File: src/rtl/spi_pkg.sv
// Shared definitions for the SPI responder: FSM encoding, SPI_SLV_CTRL field
// positions, SPI mode constants and word-length decode.
package spi_pkg;

  typedef enum logic [1:0] {
    IDLE     = 2'd0,
    SHIFT    = 2'd1,
    COMPLETE = 2'd2
  } state_t;

  localparam int unsigned CTRL_ON      = 6;
  localparam int unsigned CTRL_CPOL    = 5;
  localparam int unsigned CTRL_CPHA    = 4;
  localparam int unsigned CTRL_ORDER   = 3;
  localparam int unsigned CTRL_LEN_MSB = 2;
  localparam int unsigned CTRL_LEN_LSB = 1;
  localparam int unsigned CTRL_IMSK    = 0;

  // {CPOL, CPHA}
  localparam logic [1:0] MODE0 = 2'b00;
  localparam logic [1:0] MODE1 = 2'b01;
  localparam logic [1:0] MODE2 = 2'b10;
  localparam logic [1:0] MODE3 = 2'b11;

  function automatic logic [5:0] len_bits(input logic [1:0] len);
    return {1'b0, len, 3'b000} + 6'd8;
  endfunction

endpackage

File: src/rtl/spi_sync_edge.sv
// Multi-stage input synchroniser with a delay flop for rise/fall detection.
module spi_sync_edge #(
  parameter int unsigned SYNC_STAGES = 2
) (
  input  logic i_clk,
  input  logic i_rst,
  input  logic i_rst_val,
  input  logic i_d,
  output logic o_level,
  output logic o_rise,
  output logic o_fall
);

  logic [SYNC_STAGES-1:0] r_sync;
  logic                   r_dly;

  always_ff @(posedge i_clk) begin
    if (i_rst) begin
      r_sync <= {SYNC_STAGES{i_rst_val}};
      r_dly  <= i_rst_val;
    end else begin
      r_sync <= {r_sync[SYNC_STAGES-2:0], i_d};
      r_dly  <= r_sync[SYNC_STAGES-1];
    end
  end

  assign o_level = r_sync[SYNC_STAGES-1];
  assign o_rise  = r_sync[SYNC_STAGES-1] & ~r_dly;
  assign o_fall  = ~r_sync[SYNC_STAGES-1] & r_dly;

endmodule

File: src/rtl/spi_slave_control.sv
// SPI responder control: synchronises SCK/SS/MOSI into clk_cpu, shifts words
// in from MOSI and out to MISO from a CPU-loaded transmit buffer.
module spi_slave_control
  import spi_pkg::*;
#(
  parameter int unsigned DATA_WIDTH  = 32,
  parameter int unsigned SYNC_STAGES = 2
) (
  input  logic                  clk_cpu,
  input  logic                  rst,
  input  logic [6:0]            SPI_SLV_CTRL,
  input  logic                  SCK,
  input  logic                  SS,
  input  logic                  MOSI,
  output logic                  MISO,
  input  logic [DATA_WIDTH-1:0] SPI_TX_DATA,
  input  logic                  tx_load,
  output logic                  tx_empty,
  output logic [DATA_WIDTH-1:0] SPI_RX_DATA,
  output logic                  rx_valid,
  input  logic                  rx_ack,
  output logic                  overrun,
  output logic                  busy,
  output logic                  interrpt,
  input  logic                  int_clr
);

  localparam logic [6:0] DW7 = 7'(DATA_WIDTH);

  logic       w_on, w_cpol, w_cpha, w_lsb, w_imsk;
  logic [1:0] w_len;
  assign w_on   = SPI_SLV_CTRL[CTRL_ON];
  assign w_cpol = SPI_SLV_CTRL[CTRL_CPOL];
  assign w_cpha = SPI_SLV_CTRL[CTRL_CPHA];
  assign w_lsb  = SPI_SLV_CTRL[CTRL_ORDER];
  assign w_len  = SPI_SLV_CTRL[CTRL_LEN_MSB:CTRL_LEN_LSB];
  assign w_imsk = SPI_SLV_CTRL[CTRL_IMSK];

  logic w_sck_rise, w_sck_fall, w_ss_lvl, w_ss_rise, w_ss_fall, w_mosi;

  spi_sync_edge #(.SYNC_STAGES(SYNC_STAGES)) u_sck (
    .i_clk(clk_cpu), .i_rst(rst), .i_rst_val(w_cpol), .i_d(SCK),
    .o_level(), .o_rise(w_sck_rise), .o_fall(w_sck_fall)
  );
  spi_sync_edge #(.SYNC_STAGES(SYNC_STAGES)) u_ss (
    .i_clk(clk_cpu), .i_rst(rst), .i_rst_val(1'b1), .i_d(SS),
    .o_level(w_ss_lvl), .o_rise(w_ss_rise), .o_fall(w_ss_fall)
  );
  spi_sync_edge #(.SYNC_STAGES(SYNC_STAGES)) u_mosi (
    .i_clk(clk_cpu), .i_rst(rst), .i_rst_val(1'b0), .i_d(MOSI),
    .o_level(w_mosi), .o_rise(), .o_fall()
  );

  state_t                r_state, w_next;
  logic [DATA_WIDTH-1:0] r_tx_buf, r_tx_sh, r_rx_sh, r_rx_data;
  logic                  r_tx_empty, r_miso, r_rx_valid, r_rx_full, r_overrun, r_irq;
  logic [5:0]            r_cnt, r_nbits;

  logic w_lead, w_trail, w_sample, w_drive;
  assign w_lead   = w_cpol ? w_sck_fall : w_sck_rise;
  assign w_trail  = w_cpol ? w_sck_rise : w_sck_fall;
  assign w_sample = w_on & (w_cpha ? w_trail : w_lead);
  // CPHA=0: the trailing edge left over from the previous word must not
  // advance a freshly reloaded shifter, hence the count guard.
  assign w_drive  = w_on & (r_state == SHIFT) &
                    (w_cpha ? w_lead : (w_trail & (r_cnt != 6'd0)));

  logic w_frame_start, w_load;
  assign w_frame_start = (r_state == IDLE) & w_on & w_ss_fall;
  assign w_load        = w_frame_start | ((r_state == COMPLETE) & w_on & ~w_ss_lvl);

  logic [5:0]            w_nbits_ld;
  logic [6:0]            w_tx_shamt, w_rx_shamt;
  logic [DATA_WIDTH-1:0] w_tx_src, w_tx_al, w_rx_word;
  logic                  w_rx_take;
  assign w_nbits_ld = w_frame_start ? len_bits(w_len) : r_nbits;
  assign w_tx_shamt = DW7 - {1'b0, w_nbits_ld};
  assign w_rx_shamt = DW7 - {1'b0, r_nbits};
  assign w_tx_src   = tx_load ? SPI_TX_DATA : (r_tx_empty ? '0 : r_tx_buf);
  assign w_tx_al    = w_lsb ? w_tx_src : (w_tx_src << w_tx_shamt);
  assign w_rx_word  = w_lsb ? (r_rx_sh >> w_rx_shamt) : r_rx_sh;
  assign w_rx_take  = ~r_rx_full | rx_ack;

  always_ff @(posedge clk_cpu) begin
    if (rst) r_state <= IDLE;
    else     r_state <= w_next;
  end

  always_comb begin
    w_next = r_state;
    if (!w_on) begin
      w_next = IDLE;
    end else begin
      case (r_state)
        IDLE:     if (w_ss_fall) w_next = SHIFT;
        SHIFT: begin
          if (w_ss_rise)                                  w_next = IDLE;
          else if (w_sample && (r_cnt + 6'd1 == r_nbits)) w_next = COMPLETE;
        end
        COMPLETE: w_next = w_ss_lvl ? IDLE : SHIFT;
        default:  w_next = IDLE;
      endcase
    end
  end

  always_ff @(posedge clk_cpu) begin
    if (rst) begin
      r_tx_buf   <= '0;
      r_tx_empty <= 1'b1;
      r_tx_sh    <= '0;
      r_rx_sh    <= '0;
      r_rx_data  <= '0;
      r_cnt      <= '0;
      r_nbits    <= 6'd8;
      r_miso     <= 1'b0;
      r_rx_valid <= 1'b0;
      r_rx_full  <= 1'b0;
      r_overrun  <= 1'b0;
      r_irq      <= 1'b0;
    end else begin
      r_rx_valid <= 1'b0;
      if (tx_load) begin
        r_tx_buf   <= SPI_TX_DATA;
        r_tx_empty <= 1'b0;
      end
      if (rx_ack)  r_rx_full <= 1'b0;
      if (int_clr) begin
        r_irq     <= 1'b0;
        r_overrun <= 1'b0;
      end
      if (w_frame_start) r_nbits <= len_bits(w_len);

      if (w_load) begin
        r_tx_empty <= 1'b1;
        r_cnt      <= '0;
        r_rx_sh    <= '0;
        if (w_cpha) begin
          r_tx_sh <= w_tx_al;
        end else begin
          r_miso  <= w_lsb ? w_tx_al[0] : w_tx_al[DATA_WIDTH-1];
          r_tx_sh <= w_lsb ? (w_tx_al >> 1) : (w_tx_al << 1);
        end
      end else if (r_state == SHIFT) begin
        if (w_ss_rise) begin
          r_miso <= 1'b0;
        end else begin
          if (w_sample) begin
            r_rx_sh <= w_lsb ? {w_mosi, r_rx_sh[DATA_WIDTH-1:1]}
                             : {r_rx_sh[DATA_WIDTH-2:0], w_mosi};
            r_cnt   <= r_cnt + 6'd1;
          end
          if (w_drive) begin
            r_miso  <= w_lsb ? r_tx_sh[0] : r_tx_sh[DATA_WIDTH-1];
            r_tx_sh <= w_lsb ? (r_tx_sh >> 1) : (r_tx_sh << 1);
          end
        end
      end else if (r_state == IDLE) begin
        r_miso <= 1'b0;
      end

      // Placed after the rx_ack/int_clr updates so a new set wins.
      if (r_state == COMPLETE) begin
        if (w_rx_take) begin
          r_rx_data  <= w_rx_word;
          r_rx_valid <= 1'b1;
          r_rx_full  <= 1'b1;
        end else begin
          r_overrun  <= 1'b1;
        end
        if (!w_imsk) r_irq <= 1'b1;
      end
    end
  end

  assign MISO        = r_miso & ~w_ss_lvl & w_on;
  assign tx_empty    = r_tx_empty;
  assign SPI_RX_DATA = r_rx_data;
  assign rx_valid    = r_rx_valid;
  assign overrun     = r_overrun;
  assign busy        = (r_state == SHIFT);
  assign interrpt    = r_irq;

endmodule

File: config.mk
export PLATFORM = sky130hd
export DESIGN_NAME = spi_slave_control
export DESIGN_NICKNAME = d
export VERILOG_FILES = /design/src/rtl/spi_pkg.sv /design/src/rtl/spi_sync_edge.sv /design/src/rtl/spi_slave_control.sv
export SDC_FILE = /design/constraint.sdc
export NUM_CORES = 1
export LEC_CHECK = 0
export CORE_MARGIN = 3
export CORE_UTILIZATION = 44
export CTS_BUF_LIST = sky130_fd_sc_hd__clkbuf_2
export CTS_CLUSTER_DIAMETER = 40
export DETAILED_ROUTE_END_ITERATION = 10
export PLACE_DENSITY_LB_ADDON = 0.25
export SLEW_MARGIN = 25
export SYNTH_ARGS = -nofsm -noshare
export SYNTH_HDL_FRONTEND = slang
export SYNTH_HIERARCHICAL = 1
export SYNTH_SLANG_ARGS = --single-unit
File: constraint.sdc
create_clock -name clk_cpu -period 8.5 [get_ports clk_cpu]
set_input_delay 1.275 -clock clk_cpu [delete_from_list [all_inputs] [get_ports clk_cpu]]
set_output_delay 1.275 -clock clk_cpu [all_outputs]
set_load 0.02 [all_outputs]
==> run_1/met1.png <==
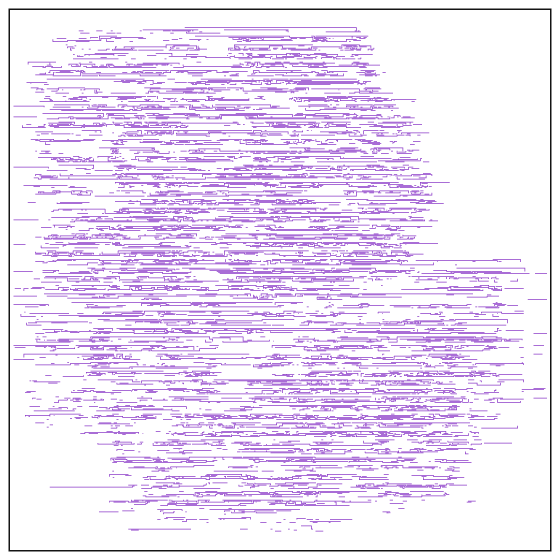
The layer holds 45% of the routed length. The longest straight run is 65.8 µm.

==> run_1/met2.png <==
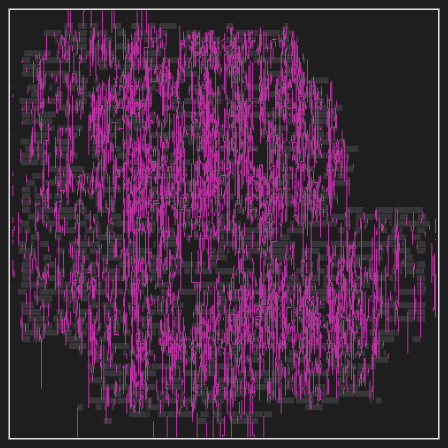
The longest straight run is 52.0 µm. The layer holds 42% of the routed length. The layer carries 16300 µm of wire.

==> flow_metrics.env, run 1 <==
# source this file to load flow results
export IMPL_grt_pass1_vias=10962
export IMPL_worst_slew_margin_rel_pct=33.6
export IMPL_worstPathRequired_ps=9130
export IMPL_grt_busiest_layer="met1"
export IMPL_cell_internal_power_uw=1010
export IMPL_maxUsedRoutingLayer="met4"
export IMPL_clk_latency_ps=780
export IMPL_layout_cells_most_common_list="sky130_fd_sc_hd__nor2_1 (180), sky130_fd_sc_hd__nand2_1 (160), sky130_fd_sc_hd__dfxtp_1 (155)"
export IMPL_comb_cell_power_uw=346
export IMPL_drc=2
export IMPL_power_clock_fraction_pct=27.9
export IMPL_finalMaxSlewViolations=0
export IMPL_num_antenna_cells=1
export IMPL_violations="design-rule violations"
export IMPL_period_minus_slack_ps=5470
export IMPL_syn_area_per_cell_um2=7.92
export IMPL_result_of_the_run="complete, but fails checks"
export IMPL_wirelength_met1_um=17700
export IMPL_setup_violations_final=0
export IMPL_grt_overflow=0
export IMPL_floorplan_core_area_um2=26400
export IMPL_area_share_clock_buf_inv_pct=1.80
export IMPL_critical_path_startpoint_category="input pin"
export IMPL_grtUsageMet2_pct=37.7
export IMPL_pin_count=85
export IMPL_first_iter_violations=1652
export IMPL_layout_buffer_nonclock_area_share_pct=7.58
export IMPL_power_leader="sequential cells"
export IMPL_clk_root_buffer_cell="sky130_fd_sc_hd__clkbuf_2"
export IMPL_timing_critical_path_buf_inv=3
export IMPL_worst_setup_hold_path_clk_slew_ps=250
==> run_1/density.png <==
The die is cut into 17 by 17 equal tiles; white is low, dark blue is high, 0 to 100% covered.
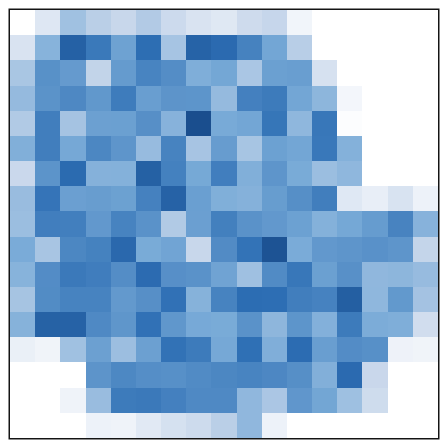
16% of the tiles are nearly empty. The emptiest ninth of the die: upper right. The fullest tile reaches 88%. 6.2% of the tiles are over 75% full. The mean over all tiles is 43%.

==> run_1/final_placement.png <==
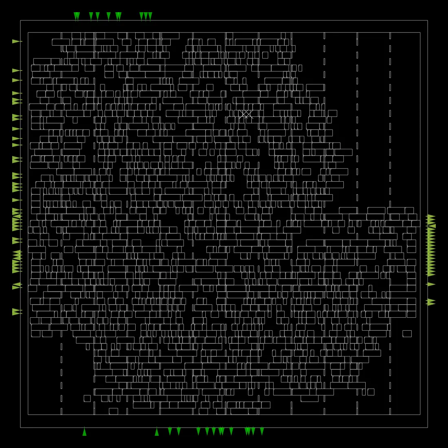
num tapcells: 335
number of fillers in the final layout: 2637
sequential cells: 156
Layout Utilization: 49.4%
Cell Rows: 59

==> run 2: changes to the inputs <==
Clock period 8.5 ns to 4.49 ns, I/O delays scaled along.
==> flow_metrics.env, run 2 <==
# source this file to load flow results
export IMPL_grt_busiest_layer="met1"
export IMPL_result_of_the_run="finished clean"
export IMPL_area_share_clock_buf_inv_pct=1.87
export IMPL_antenna_found_initial=1
export IMPL_grt_pass1_vias=11177
export IMPL_worst_setup_hold_path_clk_slew_ps=290
export IMPL_critical_path_startpoint_category="register"
export IMPL_layout_buffer_nonclock_area_share_pct=9.69
export IMPL_power_clock_fraction_pct=28.2
export IMPL_wirelength_met1_um=20400
export IMPL_drc=0
export IMPL_cts_post_setup_buffers_inserted=0
export IMPL_flops=156
export IMPL_power_leader="sequential cells"
export IMPL_finalMaxSlewViolations=0
export IMPL_cts_sinks=156
export IMPL_cells_traversed_along_the_worst_timing_path="nor2b_1 > and4bb_4 > nor2_8 > inv_4 > ha_1 > inv_1 > a221oi_1 > a31oi_1 > mux2i_1 > a221oi_1 > o221ai_1 > o21ai_0 > a31oi_1"
export IMPL_hold_path_startpoint="tx_load"
export IMPL_post_layout_total_power_uw=3020
export IMPL_hold_class="in2reg"
export IMPL_synth_warnings=6
export IMPL_comb_cell_power_uw=689
export IMPL_timing_critical_path_buf_inv=2
export IMPL_taps=335
export IMPL_layout_cells_most_common_list="sky130_fd_sc_hd__nor2_1 (181), sky130_fd_sc_hd__nand2_1 (160), sky130_fd_sc_hd__dfxtp_1 (155)"
export IMPL_setup_violations_final=0
export IMPL_global_route_wire_length_before_repair_um=66300
export IMPL_cts_htree_levels=4
export IMPL_comb_power_share_pct=22.8
export IMPL_placementRows=59
export IMPL_worst_path_max_fanout=4
export IMPL_pin_count=85
export IMPL_period_minus_slack_ps=3690
export IMPL_maxUsedRoutingLayer="met4"
export IMPL_grt_overflow=0
export IMPL_num_antenna_cells=1
export IMPL_clk_root_buffer_cell="sky130_fd_sc_hd__clkbuf_2"
export IMPL_worst_slew_margin_rel_pct=33.9
export IMPL_first_iter_violations=1641
export IMPL_worstPathRequired_ps=5180
export IMPL_met2RoutedLength_um=17000
export IMPL_cpLargestDelayFamily="AND-OR/OR-AND gates"
export IMPL_final_signal_buffer_count=144
export IMPL_cell_internal_power_uw=1880
export IMPL_post_drt_via_cell_ratio=6.62
export IMPL_syn_area_per_cell_um2=7.92
export IMPL_clk_latency_ps=790
==> run_2/registers.png <==
Other sequential cells in the stronger gray, the rest of the logic in the fainter gray.
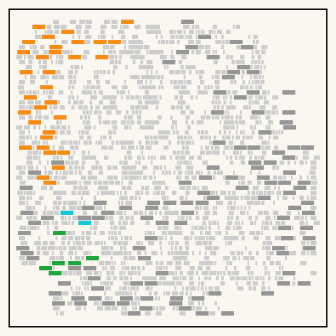
Green is r_cnt, placed flops 6, where lower left. Cyan is r_state, placed flops 2. Orange is r_tx_buf, placed flops 32, where upper left.
Seq. cell area: 3120 µm²
Layout Utilization: 50.5%
flip-flop and latch share of the layout cell area: 23.4%

==> run_2/met2.png <==
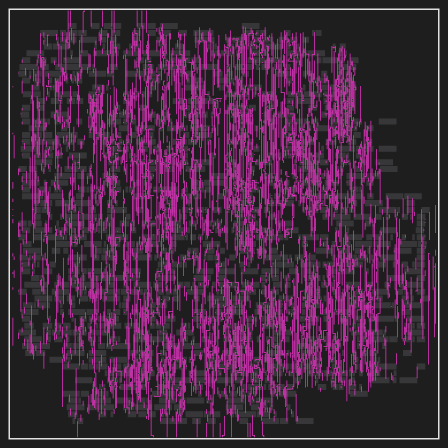
1306 nets have wire on it. The wires run mostly vertical.
Detailed Route WL: 42800 µm
via count: 12485
met2 global-route usage: 38.6%

==> run_2/final_placement.png <==
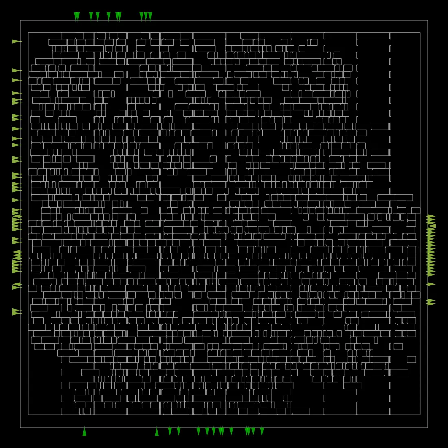
placeable core region: 26400 µm²
number of standard cells in the layout, taps in and fillers out: 1887
number of fillers in the final layout: 2623

